==> images/clock_nets.png <==
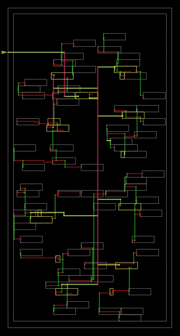
==> images/sizing.png <==
Bar = 20 um.
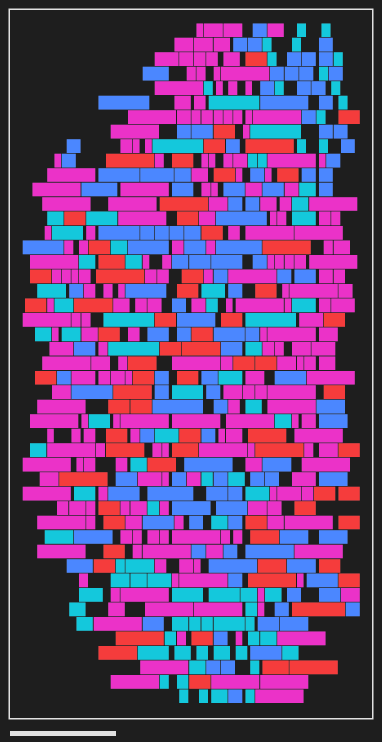
==> images/m4.png <==
Bar = 20 um.
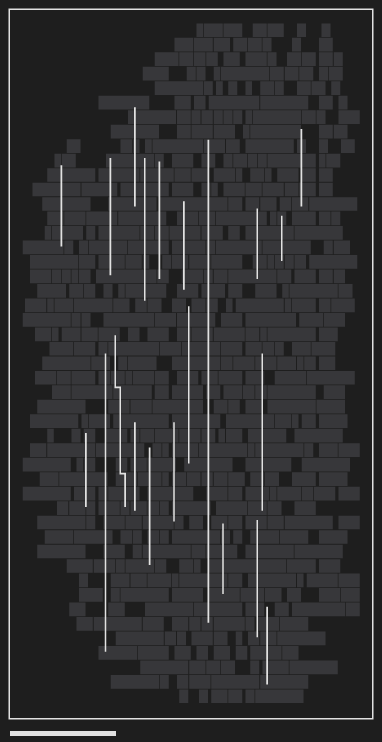
==> images/layers.png <==
Two of the layers only.
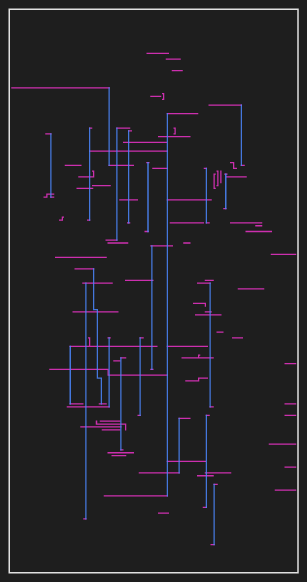
Design lcd_frame_streamer, sky130hd; sources not shown.
==> notes.md <==
run results: run status finished, violations left, failing checks negative setup slack, core region area 8120 um^2, synthesized area per cell 9.71 um^2, Final Max Slew Viols 0, tool warning count 29, CTS tree built, PwrDens 695 nW/um^2, Slowest cell on crit path dfrtp_1, count leader, synth dfrtp_1, DRC Markers 0, die span in x roughly 68 um, r2r setup slk -0.12 ns, CP dominant cell by count buf_4, clock buffer depth 2, worst-margin pin slew 0.495 ns, worst setup margin -0.302 ns, switching share of total power about a third, setup TNS -2.49 ns, startpoint types register, unrepaired setup endpoints after global routing true, later-pin clock latency in the skew report roughly 0.34 ns, Root Buffer clkbuf_16, max_cap viols 0, Pwr Total between 0.004 and 0.005 W, cell total in the yosys stat output 380, detailed-placement wirelength estimate 6310 um, Critical Path RT 1.73 ns, Max VDD drop 0.000515 V, Seq pwr share 33.3%, Worst slew margin 66.8%, # diodes 0, setup violators final 28, Pleak 2.72 nW, Placed Cells 515, clock share of power 33.2%, yosys warning tally 0, Post-Syn Nets 400, DRT antenna net count 0, CP Cell Sequence ha_4 > o21ai_1 > nor2_1 > buf_4 > buf_4 > nor2_4 > mux2_4 > buf_6, Final Util between 70 and 80%, CP arrival about 2.0 ns, Top FF cell, synth dfrtp_1, cells after synthesis 380, final cell count without fillers 618, die y size 133 um, largest net degree at the start of global routing about 47, Chip Area 9040 um^2, Dominant cell area share 41.4%, Layout fillers a little over 500, first-pass GRT wire length between 15000 and 20000 um, H-tree Lvls 3, CP endpoint kind primary output, Final Hold Viols 0, First-pass DRT Iterations 5, total gr overflow 0, CP peak stage delay 0.43 ns, Boundary Pins 37, floorplan core density between 40% and 50%, vias in the first global route 3860, R2R depth 8, top post-synthesis cells by count 61 x dfrtp_1, 36 x o21ai_1, 34 x nand2_1, FFs w/ async S/R, synth 100%, distinct lib cells 60, Hold WC Path Type input port to async pin
Back to the opening pictures, clock_nets.png:
CTS Buf Count: 9
seq_cells: 61
final setup skew: 0.0109 ns

Back to the opening pictures, sizing.png:
Key: blue = x3 and x4 [cells 122]; magenta = x1 and smaller [cells 239]; cyan = x2 [cells 89]; red = x6 and larger [cells 70]
area growth from synthesis to layout: 62.1%
nonclk buf count: 154
final instance area: 5980 um^2
worst setup margin: -0.302 ns

Back to the opening pictures, m4.png:
The layer holds 4.1% of the routed length. The longest straight run is 90.4 um. The layer carries 513 um of wire.
Vias: 3817
final wirelength: 12600 um

Back to the opening pictures, layers.png:
Key: magenta = M3 [wire length 472 um]; blue = M4 [wire length 513 um]
Avg WL per Cell: 20.5 um
Global Route Usage Sum: 26.9%

==> per-stage QoR <==
stage	instance area [um^2]	setup WS, ns
6_report	5980	-0.302
5_1_grt	5980	-0.372
3_5_place_dp	4350	-0.659
2_1_floorplan	3840	0.127
3_3_place_gp	4320	-1.50
4_1_cts	5580	-0.182
==> what timing repair did <==
item,in CTS,in global routing
pin swaps,55,37
hold buffers,1,0
setup endpoints to repair,85,80
resized,217,78
setup buffers,58,25
hold endpoints to repair,15,0
gates cloned,3,1
==> per-layer routing <==
metal / up-vias / wire, um / track usage [%] / part of all wire [%]
met5: - / 0 / 0 / 0
met4: 0 / 512 / 14.8 / 4.1
met3: 50 / 471 / 5.78 / 3.7
met2: 157 / 7060 / 46.4 / 56
met1: 1940 / 4590 / 29.1 / 36
li1: 1670 / - / - / -
==> cell type report <==
class	instances	area, um^2	area share [%]
Multi-Input combinational cell	284	2620	43.9
Clock buffer	13	250	4.19
Timing Repair Buffer	125	1140	19.1
Clock inverter	2	10.0	0.167
Buffer	29	273	4.56
Tap cell	98	123	2.05
Inverter	6	22.5	0.377
Sequential cell	61	1530	25.7
==> kinds of logic (layout without fill, tap and decap cells) <==
kind of cell / Yosys count / in the layout / share of synthesized area, %
AOI/OAI and AO/OA: 114 / 114 / 21.1
xor gates and xnor gates: 12 / 12 / 2.85
adders and majority gates: 13 / 13 / 4.41
buffers and inverters: 35 / 175 / 6.07
DFF: 61 / 61 / 41.4
muxes: 9 / 9 / 2.71
other: 1 / 1 / 0.102
and+or+nand+nor: 135 / 135 / 21.3
==> power groups by stage <==
stage	logic [W]	clock network, W	registers (W)
6_report	0.00139	0.00138	0.00139
3_3_place_gp	0.00105	0	0.00141
2_1_floorplan	0.000627	0	0.00141
5_1_grt	0.00148	0.00144	0.00139
4_1_cts	0.00127	0.00137	0.00137
3_5_place_dp	0.00108	0	0.00142
==> worst max-delay path, delay by kind of cell (launching register included) <==
family / cells / cell delay [ns]
compound gates: 1 / 0.08
fa+ha+maj: 1 / 0.30
buf+inv: 3 / 0.39
flops: 1 / 0.43
mux: 1 / 0.26
simple gates: 2 / 0.22
==> placed cells by master, fill, tap and decap left out, drive strengths merged, types with 3 or more instances in the layout <==
cell type	Yosys	layout
buf	20	130
dfrtp	61	61
o21ai	51	51
nand2	36	36
clkbuf	9	27
nor2	26	26
nand3	14	14
a21oi	14	14
ha	13	13
nand4	9	9
o31ai	9	9
mux2	8	8
a32o	8	8
and3	7	7
nand2b	7	7
nor3	7	7
inv	6	6
xor2	6	6
and2	6	6
a311oi	6	6
a211oi	6	6
xnor2	6	6
nor2b	5	5
a21o	4	4
clkdlybuf4s50	0	4
nand3b	3	3
a31oi	3	3
dlygate4sd2	0	3
nor3b	3	3
Power and IR drop assume default switching activity.
